===== config.mk =====
export PLATFORM = sky130hd
export DESIGN_NAME = bypass_multibin_decoder
export DESIGN_NICKNAME = d
export VERILOG_FILES = /design/src/rtl/bypass_pkg.sv /design/src/rtl/bypass_lane.sv /design/src/rtl/bypass_multibin_decoder.sv
export SDC_FILE = /design/constraint.sdc
export NUM_CORES = 1
export LEC_CHECK = 0
export CAP_MARGIN = 20
export CORE_MARGIN = 2
export CORE_UTILIZATION = 35
export DETAILED_ROUTE_END_ITERATION = 6
export GPL_ROUTABILITY_DRIVEN = 0
export GPL_TIMING_DRIVEN = 1
export PLACE_DENSITY = 0.5
export SYNTH_ARGS = -nofsm -noshare
export SYNTH_HDL_FRONTEND = slang
export SYNTH_SLANG_ARGS = --single-unit

===== constraint.sdc =====
create_clock -name clk -period 10.2 [get_ports clk]
set_clock_uncertainty 0.05 [all_clocks]
set_input_delay 1.53 -clock clk [delete_from_list [all_inputs] [get_ports clk]]
set_output_delay 1.53 -clock clk [all_outputs]
set_load 0.05 [all_outputs]

===== src/rtl/bypass_pkg.sv =====
// Shared types and constants for the CABAC bypass multi-bin decoder.
// No logic of its own; zero latency.
// No flow control; imported by the lane and the top.
package bypass_pkg;

   // Left shift that turns a 9-bit range into the 16-bit scaled range.
   localparam int SCALE_SHIFT = 7;
   localparam int RANGE_W     = 9;
   localparam int VALUE_W     = 16;

   typedef enum logic [1:0] {
      IDLE = 2'd0,
      RUN  = 2'd1,
      DONE = 2'd2
   } state_t;

endpackage


===== src/rtl/bypass_lane.sv =====
// One bypass bin step: shift the next stream bit into value, compare with the scaled range.
// Purely combinational, zero latency; chained LANES deep in the top.
// No flow control; the top decides which lane results are used.
module bypass_lane
   import bypass_pkg::*;
(
   input  logic [VALUE_W-1:0] value,
   input  logic [VALUE_W-1:0] scaled_range,
   input  logic               bit_val,
   output logic               bin,
   output logic [VALUE_W-1:0] value_next
);

   logic [VALUE_W:0] v17;
   logic [VALUE_W:0] diff;

   // 17-bit working value so the compare cannot overflow.
   assign v17        = {value, bit_val};
   assign diff       = v17 - {1'b0, scaled_range};
   assign bin        = (v17 >= {1'b0, scaled_range});
   assign value_next = bin ? diff[VALUE_W-1:0] : v17[VALUE_W-1:0];

endmodule


===== src/rtl/bypass_multibin_decoder.sv =====
// Decodes a run of 0..MAX_BINS CABAC bypass bins, up to LANES per clock, from its own bit buffer.
// Latency: result registered ceil(N/LANES)+1 cycles after command accept (1 for N=0), plus starved cycles.
// Backpressure: one command in flight; result held until res_ready; bytes accepted while buffer has room for 8 bits.
module bypass_multibin_decoder
   import bypass_pkg::*;
#(
   parameter int LANES    = 4,
   parameter int MAX_BINS = 32,
   parameter int BUF_BITS = 16,
   parameter int NB_W     = $clog2(MAX_BINS + 1),
   localparam int CNT_W   = $clog2(BUF_BITS + 1)
)
(
   input  logic                clk,
   input  logic                rst,

   input  logic                cmd_valid,
   output logic                cmd_ready,
   input  logic [NB_W-1:0]     cmd_num_bins,
   input  logic [RANGE_W-1:0]  cmd_range,
   input  logic [VALUE_W-1:0]  cmd_value,

   input  logic                bs_valid,
   output logic                bs_ready,
   input  logic [7:0]          bs_data,

   output logic                res_valid,
   input  logic                res_ready,
   output logic [MAX_BINS-1:0] res_bins,
   output logic [VALUE_W-1:0]  res_value,

   output logic [CNT_W-1:0]    buf_count
);

   localparam int K_W = $clog2(LANES + 1);

   state_t               state;
   logic [RANGE_W-1:0]   range_q;
   logic [VALUE_W-1:0]   value_q;
   logic [MAX_BINS-1:0]  acc_q;
   logic [NB_W-1:0]      remaining;

   // Oldest buffered bit sits at the MSB; valid bits are left-aligned, the rest are zero.
   logic [BUF_BITS-1:0]  bit_buf;

   logic [VALUE_W-1:0]   scaled_range;
   logic [NB_W-1:0]      clamped;
   int                   k_int;
   logic [K_W-1:0]       k;
   logic [VALUE_W-1:0]   lane_val [LANES+1];
   logic [LANES-1:0]     lane_bin;
   logic [VALUE_W-1:0]   value_next;
   logic [MAX_BINS-1:0]  acc_next;

   logic                 accept;
   logic [CNT_W-1:0]     rem_bits;
   logic [BUF_BITS-1:0]  byte_ext;
   logic [BUF_BITS-1:0]  byte_aligned;
   logic [BUF_BITS-1:0]  buf_next;
   logic [CNT_W-1:0]     count_next;

   assign scaled_range = {range_q, {SCALE_SHIFT{1'b0}}};
   assign clamped      = (cmd_num_bins > NB_W'(MAX_BINS)) ? NB_W'(MAX_BINS) : cmd_num_bins;

   // Bins this cycle: limited by lane count, bins still owed and bits on hand.
   always_comb begin
      k_int = 0;
      if (state == RUN) begin
         k_int = LANES;
         if (int'(remaining) < k_int) k_int = int'(remaining);
         if (int'(buf_count) < k_int) k_int = int'(buf_count);
      end
      k = K_W'(k_int);
   end

   // Lane chain: lane i consumes buffer bit i, oldest first.
   assign lane_val[0] = value_q;
   for (genvar i = 0; i < LANES; i++) begin : g_lane
      bypass_lane u_lane (
         .value        (lane_val[i]),
         .scaled_range (scaled_range),
         .bit_val      (bit_buf[BUF_BITS-1-i]),
         .bin          (lane_bin[i]),
         .value_next   (lane_val[i+1])
      );
   end

   // Keep only the first k lane results for value and the bin accumulator.
   always_comb begin
      value_next = lane_val[k];
      acc_next   = acc_q;
      for (int i = 0; i < LANES; i++) begin
         if (i < k_int) acc_next = (acc_next << 1) | MAX_BINS'(lane_bin[i]);
      end
   end

   // Buffer bookkeeping: consume from the pre-cycle contents, append the new byte behind what is left.
   assign bs_ready     = (buf_count <= CNT_W'(BUF_BITS - 8));
   assign accept       = bs_valid & bs_ready;
   assign rem_bits     = buf_count - CNT_W'(k);
   assign byte_ext     = BUF_BITS'(bs_data);
   assign byte_aligned = byte_ext << (CNT_W'(BUF_BITS - 8) - rem_bits);
   assign buf_next     = (bit_buf << k) | (accept ? byte_aligned : '0);
   assign count_next   = rem_bits + (accept ? CNT_W'(8) : CNT_W'(0));

   // Bit buffer register, live in every state.
   always_ff @(posedge clk) begin
      if (rst) begin
         bit_buf   <= '0;
         buf_count <= '0;
      end else begin
         bit_buf   <= buf_next;
         buf_count <= count_next;
      end
   end

   // Command FSM with registered handshake and result outputs.
   always_ff @(posedge clk) begin
      if (rst) begin
         state     <= IDLE;
         cmd_ready <= 1'b1;
         res_valid <= 1'b0;
         res_bins  <= '0;
         res_value <= '0;
         range_q   <= '0;
         value_q   <= '0;
         acc_q     <= '0;
         remaining <= '0;
      end else begin
         case (state)
            IDLE: begin
               if (cmd_valid) begin
                  range_q   <= cmd_range;
                  value_q   <= cmd_value;
                  acc_q     <= '0;
                  remaining <= clamped;
                  cmd_ready <= 1'b0;
                  if (clamped == '0) begin
                     state     <= DONE;
                     res_valid <= 1'b1;
                     res_bins  <= '0;
                     res_value <= cmd_value;
                  end else begin
                     state <= RUN;
                  end
               end
            end
            RUN: begin
               value_q   <= value_next;
               acc_q     <= acc_next;
               remaining <= remaining - NB_W'(k);
               if (remaining == NB_W'(k)) begin
                  state     <= DONE;
                  res_valid <= 1'b1;
                  res_bins  <= acc_next;
                  res_value <= value_next;
               end
            end
            DONE: begin
               if (res_ready) begin
                  state     <= IDLE;
                  res_valid <= 1'b0;
                  cmd_ready <= 1'b1;
               end
            end
            default: begin
               state     <= IDLE;
               cmd_ready <= 1'b1;
               res_valid <= 1'b0;
            end
         endcase
      end
   end

endmodule

==> results.txt, run 1 <==
Notes on the flow run.

- Overall routing resource usage recorded by global route was 23.1%.
- The stat command in Yosys gives a chip area of between 10000 and 15000 um2.
- The number of buffers added for setup after CTS is 0, for reference.
- The total cells reported by yosys after synthesis is 1328, for reference.
- The initial antenna violation count is 0.
- For the worst setup path, the data required time is roughly 10000 ps.
- The max-cap check violation count is 0, for reference.
- The remaining antenna violation count after routing is 0, for reference.
- The via count of the first global-routing pass came to around 9600.
- The longest clock path from root to sink contains 2 buffers.
- The detail-routed net length per standard cell is 19.8 um, for reference.
- Looking at the cell usage after synthesis, the top flip-flop cell is dfxtp_1.
- The synthesized design contains 0 enable-type register cells.
- The number of ports placed on the die boundary is 100, for reference.
- The startpoint of the lowest-slack hold path is acc_q[31], for reference.
- Detailed routing inserted a total of around 10000 vias.
- Clock-pin slew was measured on the worst setup and hold paths at roughly 70 ps.
- The type recorded for the worst min-delay path is flip-flop to flip-flop.
- The worst register-to-register path has a setup slack of 830 ps.
- By startpoint and endpoint, the worst setup path is classified as flip-flop to flip-flop.
- The area of the chip is around 30000 um2, for reference.
- Once the clock tree was built, the resizer swapped 0 gates to a different size.
- The worst min-delay path endpoint is acc_q[31], for reference.
- After synthesis, flip-flops and latches occupy 26.6% of the total area.
- The startpoint of the worst-slack reg-to-reg timing path is range_q[1], for reference.
- Per the post-place timing report, worst setup slack is slightly below 700 ps.
- The flip-flop and latch area is 2720 um2, for reference.
- Setup slack closes at roughly 830 ps.
- Before any placement, the netlist area is recorded as 10200 um2.
- Before placement the cells fill 35.5% of the core.
- The worst hold path was traced through 2 stages.
- The most common logic cells in the final layout are nand2_1 (173), dfxtp_1 (136), o21ai_0 (109), a21oi_1 (105), nor2_1 (105).
- Of the cells placed in the final design, the portion with a size suffix greater than 1 is 7.48%.
- The final net count is 1476, for reference.
- In this run the horizontal extent of the chip is 175 um.
- The count of endpoints failing setup in the final report is 0, for reference.
- CTS built an H-tree with a depth of 4.
- Of all nets on the critical path, the largest fanout is 21.
- The number of vias per cell is approximately 5.7, for reference.
- The clock latency at the later pin of the worst-skew pair is 430 ps, for reference.
- The number of sinks handled by clock tree synthesis is roughly 140, for reference.
- The max-slew violation count is 0, for reference.
- STA classifies the critical path startpoint as a flip-flop.
- Per the post-synthesis report, the number of cells in the design is 1328.
- The clock tree root buffer cell is clkbuf_16, for reference.
- Per the layout area report, the combinational gate area comes to 7020 um2.
- Summing over the stages, the warning tally comes to 26.
- The core footprint is ~29000 um2, for reference.
- The maximum number of pins on one net before global-route repair is 64, for reference.
- The clock period minus worst slack is 9370 ps, for reference.
- The flip-flop and latch count after synthesis is 136, for reference.
- The residual overflow from global routing is 0, for reference.
- The slew at the pin with the worst max-slew slack is 1030 ps, for reference.
- The post-synthesis to final-layout area growth is 18.6%, for reference.
- Setup repair after global routing left no endpoint under its margin.
- By area the synthesized netlist is led by dfxtp_1 (27%), mux2i_1 (8.2%), nand2_1 (6.3%).
- The height of the chip is 175 um, for reference.
- The highest clock rate this design can be run at is approximately 110 MHz.
- The pre-antenna-repair detailed-routing pass consisted of 5 iterations.
- The final-report hold violation count is 0, for reference.
- STA lists the endpoint of the worst register-to-register path as res_value[8].
- Counting the fill cells in the layout gives 2931.
- The library cell with the largest summed area after synthesis is dfxtp_1, for reference.
- The flow ran to the end, and the final reports show no timing, DRC or antenna violations.
- The number of synthesis warnings is 0, for reference.
- The first global-routing pass estimated about 56 mm of wire.
- The final sum of negative setup slack is 0 ps, for reference.
- Per the placement log, port buffering inserted 99 buffers.
- The total length of routed wires is 35.2 mm, for reference.
- The kind of end point of the critical path is a flip-flop, for reference.
- The worst-case max-slew headroom was logged as 31.4%.
- Averaged over all synthesized cells, the footprint is 7.70 um2.
- The clock tree from TritonCTS is built, for reference.
- For reference, the placement row count at floorplan is roughly 62.
- The arrival time of data at the worst endpoint is listed as 9660 ps.
- The most frequent standard cell in the layout excluding fill and tap cells is nand2_1, for reference.
- The detailed router finished its first iteration with about 800 violations.
- On the worst path, the slowest cell contributes a delay of 500 ps.
- Note, the detailed placer reported a final HPWL of 25.9 mm.
- Looking at the critical path, the single cell with the biggest stage delay is dfxtp_1.
- The worst path uses 91.9% of the clock period.
- Yosys mapped the design onto 84 distinct sky130hd cell types.
- In this run, CTS created clock tree buffers numbering 17.
- Per the detail_route report, DRC violations left total 0.
- The number of antenna diodes is 0, for reference.
- STA shows the worst reg2reg path with a cell count of 33.
- The report puts the hold buffer count at CTS at 0.
- Of all flip-flops after synthesis, the portion carrying an async set or reset was 0%.
- The area share of the largest cell type after synthesis is 26.6%, for reference.
## run 1: cells by family (layout without fill, tap and decap cells)
| logic type | count (synthesis) | count (layout) | synth area share, % |
|---|---|---|---|
| AND-OR/OR-AND | 406 | 406 | 26.3 |
| other | 1 | 2 | 0.0367 |
| XOR/XNOR | 31 | 31 | 2.65 |
| AND/OR/NAND/NOR | 461 | 461 | 21.4 |
| flip-flops | 136 | 136 | 26.6 |
| adder cells (fa/ha/maj) | 54 | 54 | 7.04 |
| multiplexers | 106 | 106 | 10.6 |
| buffers and inverters | 133 | 195 | 5.26 |
## run 1: synth_stat cells (4+ instances only)
library cell / count
nand2_1: 173
dfxtp_1: 136
o21ai_0: 109
nor2_1: 106
a21oi_1: 105
mux2i_1: 84
clkbuf_1: 66
ha_1: 48
nand3_1: 45
inv_1: 43
o211ai_1: 24
a211oi_1: 22
mux2_2: 22
nand2b_1: 21
and2_1: 20
nor3_1: 20
xnor2_1: 18
a21o_1: 17
nand4_1: 16
o21a_1: 16
a221o_1: 13
a31oi_1: 13
xor2_1: 13
buf_1: 12
nor2b_1: 11
a22oi_1: 9
and3_1: 9
a32oi_1: 7
buf_2: 7
nor3b_1: 7
a211o_1: 6
fa_1: 6
a221oi_1: 5
a32o_1: 5
nand3b_1: 5
o22ai_1: 5
a311o_1: 4
nand4b_1: 4
nor4_1: 4
o221ai_1: 4
o31ai_1: 4
## run 1: final cells by class
cell class,instances,share of cell area (%)
timing repair buffer,120,9.42
clock buffer,17,3.50
inverter,43,1.33
sequential,136,22.4
tap,384,3.96
multi-input combinational,1060,57.9
clock inverter,15,1.49
## run 1: through the flow
stage	std cells	util (%)	area (um2)	hold WS, ps
floorplan	1329	-	10200	383
global placement	1743	40.0	11500	395
detailed placement	1743	40.0	11500	396
CTS	1775	42.2	12100	406
global route	1775	42.2	12100	429
finish	1775	42.2	12100	406
## run 1: metal layers
metal | wire length, um | GRT usage [%] | part of all wire (%)
met4 | 798 | 6.46 | 2.3
met2 | 15300 | 35.5 | 44
met1 | 16900 | 32.8 | 48
met5 | 0 | 0 | 0
met3 | 2120 | 4.44 | 6.0
## run 1: sequential cells by signal, indices dropped and copies added, names as in the netlist
register,flops
acc_q,32
res_value,16
bit_buf,16
cmd_ready,1
res_bins,32
remaining,6
range_q,9
state,2
value_q,16
res_valid,1
buf_count,5
## run 1: worst max-delay path: cells and delay by family (launching register included)
family                     cells  cell delay [ps]
and+or+nand+nor               13             3470
AOI/OAI and AO/OA             12             2520
adders and majority gates      4             1540
muxes                          2              820
DFF                            1              500
buffers and inverters          2              330
## run 1: worst max-delay path by stage
stage / from / to / slack [ps]
2_1_floorplan: range_q[5] / res_value[14] / 1740
3_3_place_gp: range_q[1] / res_value[8] / 1050
3_5_place_dp: range_q[1] / res_value[14] / 680
4_1_cts: range_q[1] / res_value[14] / 640
5_1_grt: range_q[1] / res_value[14] / 40
6_report: range_q[1] / res_value[8] / 830
Fig. 1: run 1, met1 routing
Supply wires on this layer in grey.
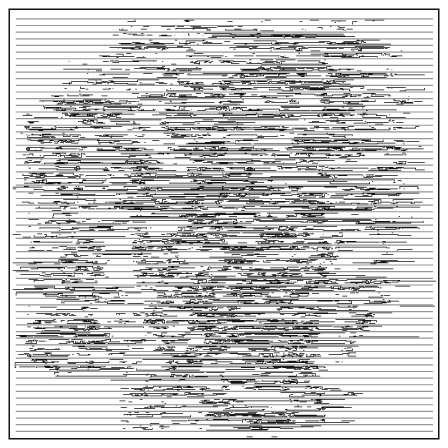
1373 nets have wire on it. The layer carries 16900 um of wire. The layer holds 48% of the routed length.

Fig. 2: run 1, M2 wires
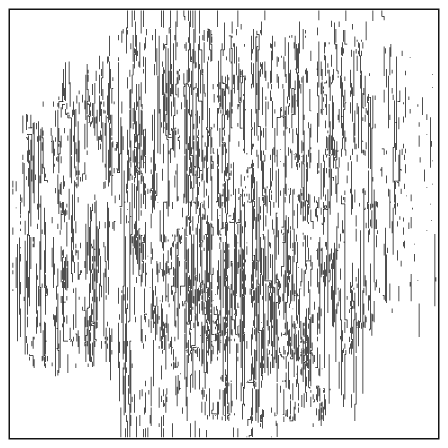
The wires run mostly vertical. The layer holds 44% of the routed length. The layer carries 15300 um of wire.

Fig. 3: run 1, the metal 3 layer
Bar = 50 um. Cells faint in the background.
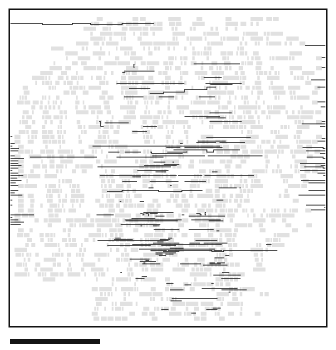
The layer holds 6.0% of the routed length. 146 nets have wire on it. The wires run mostly horizontal. The layer carries 2120 um of wire.

==> inputs of run 2 (changes only) <==
Settings changed: SLEW_MARGIN from default to 10.
Clock period 10.2 ns to 8.9 ns, I/O delays scaled along.
Fig. 4: run 2, metal 4
Supply wires on this layer in grey. Cells faint in the background.
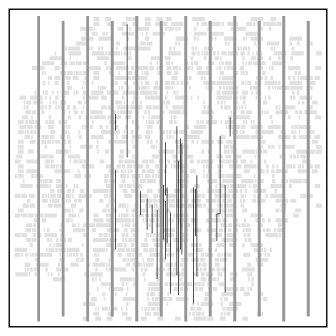
The longest straight run is 82.3 um. 20 nets have wire on it. The layer carries 929 um of wire. The wires run mostly vertical.

Fig. 5: run 2, M2 wires
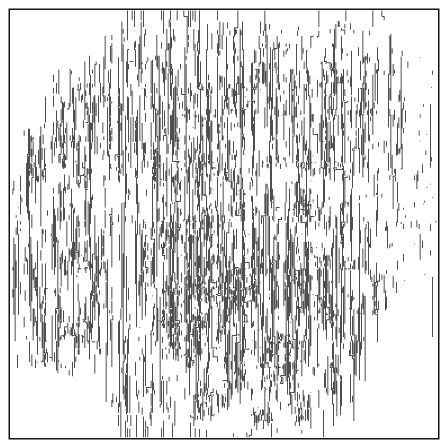
The wires run mostly vertical. The longest straight run is 98.3 um.

==> run 2 against run 1 <==
Net effect:
- worst setup slack worse by 390 ps
- die area unchanged
- wire length up 3.4%
- utilization up 1.1 points
- count of clock-buffer cells in the layout unchanged
- worst hold slack worse by 1.8 ps
- design area up 2.6%
- sequential cell count unchanged
- non-clock buffer count up 37
- critical endpoint is now res_value[9]
==> results.txt, run 2 <==
Notes on the flow run.

- The run finished with clean final reports.
- The number of placed instances, taps included is 1777 (+2.0%).
- The number of distinct library cells after synthesis was 84 (unchanged).
- The number of cells in the finished layout apart from fillers came to 1813 (+2.1%).
- The final-report hold violation count is 0 (unchanged), for reference.
- The post-synthesis to final-layout area growth is 21.8%, for reference.
- The longest individual stage delay on the worst path was 570 ps (+70 ps).
- The initial core utilization is 35.5% (unchanged), for reference.
- The flip-flop and latch count after synthesis is 136 (unchanged), for reference.
- For reference, the most critical setup path is categorized as flip-flop to flip-flop.
- The number of flops mapped to enable cells by yosys is 0 (unchanged), for reference.
- The core utilization of the finished layout is 43.3% (+1.1 points), for reference.
- The signal arrival time at the worst endpoint is 8740 ps (-920 ps), for reference.
- The synthesized area per cell is 7.70 um2 (unchanged), for reference.
- The number of synthesis warnings was 0 (unchanged).
- nand2_1 is the most common cell in the netlist.
- The die extent in x was 175 um (unchanged).
- The worst relative slew slack came to 34.7% (+3.3 points).
- The area of the chip is 30600 um2 (unchanged), for reference.
- For the worst reg-to-reg path, the endpoint reported by OpenROAD is res_value[9].
- Setup repair after global routing left no endpoint under its margin.
- The clock latency at the later pin of the worst-skew pair is 440 ps (about the same), for reference.
- The registers reported with the highest flop counts are acc_q x32, res_bins x32.
- The count of endpoints failing setup in the final report is 0 (unchanged), for reference.
- The count of routing violations after the opening detailed-route iteration is 696 (-13%), for reference.
- The iteration tally of the first detailed-router pass came to 5 (unchanged).
- The highest fanout seen on the critical path is 11 (-48%), for reference.
- The number of sinks handled by clock tree synthesis came to 136 (unchanged).
- The setup slack of the worst register-to-register path is 440 ps (-390 ps).
- The detailed placement HPWL is 27.1 mm (+4.7%), for reference.
- The fraction of the yosys area taken by sequential cells came to 26.6% (unchanged).
- The upper clock frequency limit came to 118 MHz (+11%).
- The detail-routed net length per standard cell is 20.1 um (+1.2%), for reference.
- The netlist area before placement came to 10200 um2 (unchanged).
- The cell with the biggest individual delay on the critical path is or4_4, for reference.
- The worst slack on hold paths is 404 ps (-1.79 ps), for reference.
- The number of vias per cell is 5.73 (+0.65%), for reference.
- The leading register cell type out of synthesis is dfxtp_1, for reference.
- The final net count was 1514 (+2.6%).
- The total routing usage reported by global routing is 23.8% (+0.75 points), for reference.
- The max-slew violation count was 0 (unchanged).
- The remaining antenna violation count after routing is 0 (unchanged), for reference.
- The ratio of cells with drive above 1 in the final layout was 10.5% (+3.0 points).
- The number of ports placed on the die boundary was 100 (unchanged).
- The total cells reported by yosys after synthesis is 1328 (unchanged), for reference.
- The max-cap check violation count is 0 (unchanged), for reference.
- The clock tree root buffer cell is clkbuf_16, for reference.
- The residual overflow from global routing is 0 (unchanged), for reference.
- The clock tree from TritonCTS is built, for reference.
- The post-synthesis async set-or-reset flop share is 0% (unchanged).
- The number of antenna diodes was 0 (unchanged).
- The maximum number of pins on one net before global-route repair is 62 (-3.1%).
- The final sum of negative setup slack came to 0 ps (unchanged).
- The height of the chip is 175 um (unchanged), for reference.
- The number of instances in the synthesized netlist is 1328 (unchanged), for reference.
- The startpoint type of the worst setup path is a flip-flop, for reference.
- The origin of the worst setup path is value_q[0], for reference.
- The total length of routed wires is 36.4 mm (+3.4%), for reference.
- The library cell with the largest summed area after synthesis is dfxtp_1, for reference.
- The final cell area excluding filler cells was 12500 um2 (+2.6%).
- STA reports the tightest min-delay check as being of type flip-flop to flip-flop.
- The number of vias after detailed routing came to 10400 (+2.8%).
- The core footprint came to 28800 um2 (unchanged).
- The startpoint identified for the worst hold timing path is range_q[4].
- The path depth of the worst reg2reg path is 35 (+6.1%), for reference.
- The initial antenna violation count was 0 (unchanged).
- The synthesis run shows the most used standard cells to be nand2_1 (173), dfxtp_1 (136), o21ai_0 (109).
- STA classifies the critical path endpoint as a flip-flop.
- The yosys synthesis chip area is 10200 um2 (unchanged), for reference.
- The number of warnings in the stage logs is 26 (unchanged).
- The data required time at the worst endpoint is 9180 ps (-1300 ps).
- The clock period minus worst slack is 8460 ps (-915 ps).
- The clock buffer count from CTS is 17 (unchanged), for reference.
- The part of the cycle the worst path needs came to 95.1% (+3.1 points).
- The global-route wire length before repair is 57.6 mm (+3.0%), for reference.
- The slew at the pin with the worst max-slew slack is 977 ps (-48.7 ps), for reference.
- The level count of the clock H-tree was 4 (unchanged).
- Per the timing report, the most critical flop-to-flop path originates at value_q[0].
- Ranking logic cells in the layout by count gives the top entries nand2_1 (173), dfxtp_1 (136), o21ai_0 (107), nor2_1 (105), a21oi_1 (104).
- The most frequent standard cell in the layout excluding fill and tap cells is nand2_1, for reference.
- The area of placed instances is 11800 um2 (+2.2%), for reference.
- The number of rows created at floorplan is 62 (unchanged).
==> run 2: cell counts after synthesis <==
Identical to the previous run, type by type.
==> run 2: metal layers <==
layer | global-route usage (%) | part of all wire [%] | vias to the layer above
li1 | - | - | 5026
met1 | 34.3 | 48 | 4937
met2 | 36.2 | 43 | 372
met3 | 4.16 | 6.4 | 50
met4 | 7.22 | 2.6 | 0
met5 | 0 | 0 | -
==> run 2: cell families after synthesis <==
| family | after synthesis | share of synthesized area [%] |
|---|---|---|
| other | 1 | 0.0367 |
| flip-flops | 136 | 26.6 |
| adder cells (fa/ha/maj) | 54 | 7.04 |
| AND-OR/OR-AND | 406 | 26.3 |
| multiplexers | 106 | 10.6 |
| AND/OR/NAND/NOR | 461 | 21.4 |
| buffers and inverters | 133 | 5.26 |
| XOR/XNOR | 31 | 2.65 |
==> run 2: area by class of cell <==
cell class                 count  area (um2)
fill                        2928       16300
timing repair buffer         157        1420
clock buffer                  17         425
clock inverter                15         163
sequential                   136        2720
inverter                      43         161
tap                          384         480
multi-input combinational   1061        7090
==> run 2: how the worst min path moves through the flow <==
| stage | to | cells past startpoint |
|---|---|---|
| detailed placement | range_q[4] | 2 |
| CTS | range_q[4] | 2 |
| finish | range_q[4] | 2 |
| global placement | acc_q[31] | 2 |
| floorplan | acc_q[30] | 2 |
| global route | range_q[7] | 2 |
==> run 2: timing repair <==
item,4_1_cts,5_1_grt
hold buffers,0,0
setup buffers,0,3
endpoints found under the setup margin,0,20
resized,0,16
==> run 2: critical path, delay by kind of cell (launching register included) <==
kind	cells	cell delay, ps
compound gates	15	3180
fa+ha+maj	3	1140
buf+inv	3	400
flops	1	350
mux	2	630
simple gates	12	2600
==> inputs of run 3 (changes only) <==
Settings changed: PLACE_DENSITY 0.5 to 0.49, SYNTH_HIERARCHICAL from default to 1.
Fig. 6: run 3, the metal 3 layer
Bar = 50 um. Cells faint in the background.
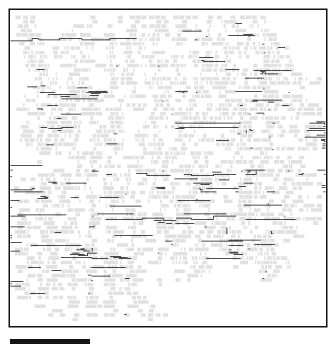
The wires run mostly horizontal. The layer carries 1580 um of wire. 146 nets have wire on it. The longest straight run is 40.5 um.

Fig. 7: run 3, met1 routing
Supply wires on this layer in grey.
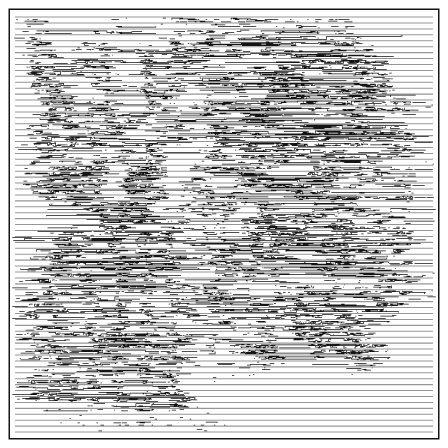
The layer holds 43% of the routed length. The layer carries 20.7 mm of wire.

==> run 3 against run 2 <==
Net effect:
- first-iteration DRC count rose by 25%
- count of clock-buffer cells in the layout rose by 1
- worst setup slack got worse by 110 ps
- worst hold slack improved by 32 ps
- register-to-register slack got worse by 110 ps
- critical path type unchanged
- critical endpoint is now value_q[13]
- largest cell class unchanged
==> results.txt, run 3 <==
Notes on the flow run.

- The run finished with clean final reports.
- The max-cap check violation count is 0 (unchanged), for reference.
- The number of rows created at floorplan is 70 (+13%), for reference.
- The via count of the first global-routing pass came to approximately 13000.
- The fraction of the yosys area taken by sequential cells is 21.0% (-5.6 points), for reference.
- The worst relative slew slack is 29.9% (-4.8 points), for reference.
- The final sum of negative setup slack was 0 ps (unchanged).
- The main area contributors are dfxtp_1 (21%), mux2i_1 (7.6%), ha_1 (7.3%).
- The ratio of cells with drive above 1 in the final layout is 16.4% (+5.9 points).
- The detail-routed net length per standard cell is 21.6 um (+7.4%), for reference.
- The number of antenna diodes is 0 (unchanged), for reference.
- The height of the chip is 196 um (+12%), for reference.
- The global-route wire length before repair was 74.4 mm (+29%).
- The initial antenna violation count is 0 (unchanged), for reference.
- The initial core utilization is 35.5% (-0.088 points), for reference.
- Among all stages on the critical path, the largest delay is contributed by dfxtp_1.
- The final cell area excluding filler cells was 15800 um2 (+27%).
- The worst slack on hold paths came to 436 ps (+31.8 ps).
- The longest individual stage delay on the worst path came to 450 ps (-120 ps).
- The final net count is 1890 (+25%), for reference.
- The area of the chip is 38600 um2 (+26%).
- The number of synthesis warnings is 6 (+6), for reference.
- The core footprint is 36500 um2 (+27%).
- The count of routing violations after the opening detailed-route iteration is 871 (+25%), for reference.
- The deepest clock path buffer count is 2, for reference.
- In the final layout, the registers with the most flip-flops are acc_q x32, res_bins x32.
- The cell depth of the worst min-delay path was 2 (unchanged).
- The number of DRC violations after detailed routing is 0, for reference.
- The level count of the clock H-tree is 4 (unchanged), for reference.
- The netlist area before placement is 13000 um2 (+27%).
- The max-slew violation count came to 0 (unchanged).
- The part of the cycle the worst path needs came to 96.3% (+1.2 points).
- The number of instances in the synthesized netlist came to 1584 (+19%).
- The number of flops mapped to enable cells by yosys is 0 (unchanged), for reference.
- The signal arrival time at the worst endpoint was 8860 ps (+120 ps).
- The area share of the largest cell type after synthesis is about a fifth, for reference.
- The total length of routed wires is 48.4 mm (+33%), for reference.
- The number of fill cells was 3637 (+24%).
- The setup slack of the worst register-to-register path is 330 ps (-110 ps), for reference.
- The number of vias after detailed routing was 13000 (+25%).
- The count of endpoints failing setup in the final report is 0 (unchanged), for reference.
- The total routing usage reported by global routing is 24.9% (+1.1 points), for reference.
- The flip-flop and latch count after synthesis came to 136 (unchanged).
- The worst setup path is launched from a flip-flop.
- The remaining antenna violation count after routing came to 0 (unchanged).
- Yosys reports that the most numerous cell types are nand2_1 (143), dfxtp_1 (136), nor2_1 (115).
- The maximum number of pins on one net before global-route repair is 61 (-1.6%), for reference.
- The number of ports placed on the die boundary came to 100 (unchanged).
- The post-synthesis to final-layout area growth is 22.1%, for reference.
- The detailed placement HPWL was 36.5 mm (+35%).
- TritonCTS built the clock tree.
- The core utilization of the finished layout is 43.3% (about the same), for reference.
- In the layout the commonest cells are nand2_1 (143), dfxtp_1 (135), buf_4 (127), inv_1 (113), nor2_1 (111).
- The yosys synthesis chip area is 13000 um2 (+27%), for reference.
- By instance count after routing, the leading logic cell type is nand2_1.
- The worst setup path is of the flip-flop to flip-flop kind.
- The die extent in x is 196 um (+12%).
- The clock buffer count from CTS came to 17 (unchanged).
- The post-synthesis async set-or-reset flop share was 0% (unchanged).
- The number of vias per cell is 5.77 (+0.80%), for reference.
- The library cell with the largest summed area after synthesis is dfxtp_1, for reference.
- The number of distinct library cells after synthesis came to 88 (+4.8%).
- The clock tree root buffer cell is clkbuf_16, for reference.
- The iteration tally of the first detailed-router pass came to 5 (unchanged).
- The slew at the pin with the worst max-slew slack came to 1040 ps (+67.1 ps).
- STA lists the startpoint of the worst register-to-register path as range_q[5].
- The clock latency at the later pin of the worst-skew pair is 460 ps (+20 ps).
- The area of placed instances was 15100 um2 (+28%).
- The capturing point of the worst reg2reg path is value_q[13], for reference.
- The synthesized area per cell is 8.18 um2 (+6.1%), for reference.
- The clock period minus worst slack was 8570 ps (+111 ps).
- OpenSTA lists the critical path startpoint as range_q[5].
- Yosys instantiated no cell more often than nand2_1.
- The number of warnings in the stage logs was 26 (unchanged).
- Port buffering added 99 buffers.
- For reference, the critical path is captured by value_q[13].
- The kind of end point of the critical path is a flip-flop, for reference.
- The count of hold-fix buffers inserted at cts was 0 (unchanged).
- The final-report hold violation count is 0 (unchanged), for reference.
- The highest fanout seen on the critical path is 15 (+4).
- The clock edge transition at the registers on the reported setup and hold paths is about 70 ps, for reference.
- The commonest register cell is dfxtp_1.
- The path depth of the worst reg2reg path is 35 (unchanged), for reference.
- Checking hold timing, the worst path is listed with class flip-flop to flip-flop.
- The number of sinks handled by clock tree synthesis came to 136 (unchanged).
- The total cells reported by yosys after synthesis came to 1584 (+19%).
- The data required time at the worst endpoint is 9190 ps (about the same), for reference.
- The residual overflow from global routing is 0 (unchanged), for reference.
- The upper clock frequency limit is 117 MHz (-1.3%), for reference.
==> run 3: area by class of cell <==
cell class              count  area [um2]  area share (%)
clock buffers              18         439            2.78
repair buffers            227        1970            12.5
multi-input cells        1262        9510            60.1
flip-flops and latches    136        2720            17.2
clock inverters            13         111           0.704
well taps                 468         586            3.70
inverters                 120         473            2.99
==> run 3: per-stage QoR <==
step / std cells / worst slack (ps)
after detailed placement: 2212 / -70.2
after CTS: 2243 / 33.4
after global placement: 2211 / -14.4
after floorplan: 1616 / 635
after global routing: 2244 / -130
final: 2244 / 330
==> run 3: logic make-up after synthesis <==
| family | Yosys count | synth area share, % |
|---|---|---|
| AOI/OAI and AO/OA | 502 | 28.7 |
| DFF | 136 | 21.0 |
| adders and majority gates | 82 | 8.27 |
| xor gates and xnor gates | 57 | 3.96 |
| and+or+nand+nor | 414 | 15.2 |
| buffers and inverters | 218 | 7.56 |
| muxes | 173 | 15.2 |
| other | 2 | 0.0580 |
==> run 3: worst min-delay path by stage <==
stage	start	end	slack, ps
2_1_floorplan	acc_q[30]	acc_q[30]	410
3_3_place_gp	res_bins[17]	res_bins[17]	430
3_5_place_dp	res_bins[17]	res_bins[17]	420
4_1_cts	res_bins[17]	res_bins[17]	430
5_1_grt	res_value[13]	res_value[13]	470
6_report	res_bins[17]	res_bins[17]	440
==> run 3: what timing repair did <==
item / in CTS / in global routing
resized: 2 / 20
endpoints found under the setup margin: 3 / 33
setup buffers: 0 / 1
pin swaps: 0 / 2
==> run 3: routing by layer <==
metal | vias to the layer above | part of all wire [%] | GRT usage (%)
li1 | 6291 | - | -
met1 | 6277 | 43 | 30.2
met2 | 320 | 50 | 44.6
met3 | 68 | 3.3 | 2.81
met4 | 0 | 4.0 | 10.7
met5 | - | 0 | 0
==> run 3: critical path: cells and delay by family (launching register included) <==
| kind | cells | cell delay [ps] |
|---|---|---|
| AOI/OAI and AO/OA | 18 | 4020 |
| muxes | 3 | 990 |
| and+or+nand+nor | 3 | 630 |
| buffers and inverters | 7 | 870 |
| adders and majority gates | 4 | 1440 |
| DFF | 1 | 450 |
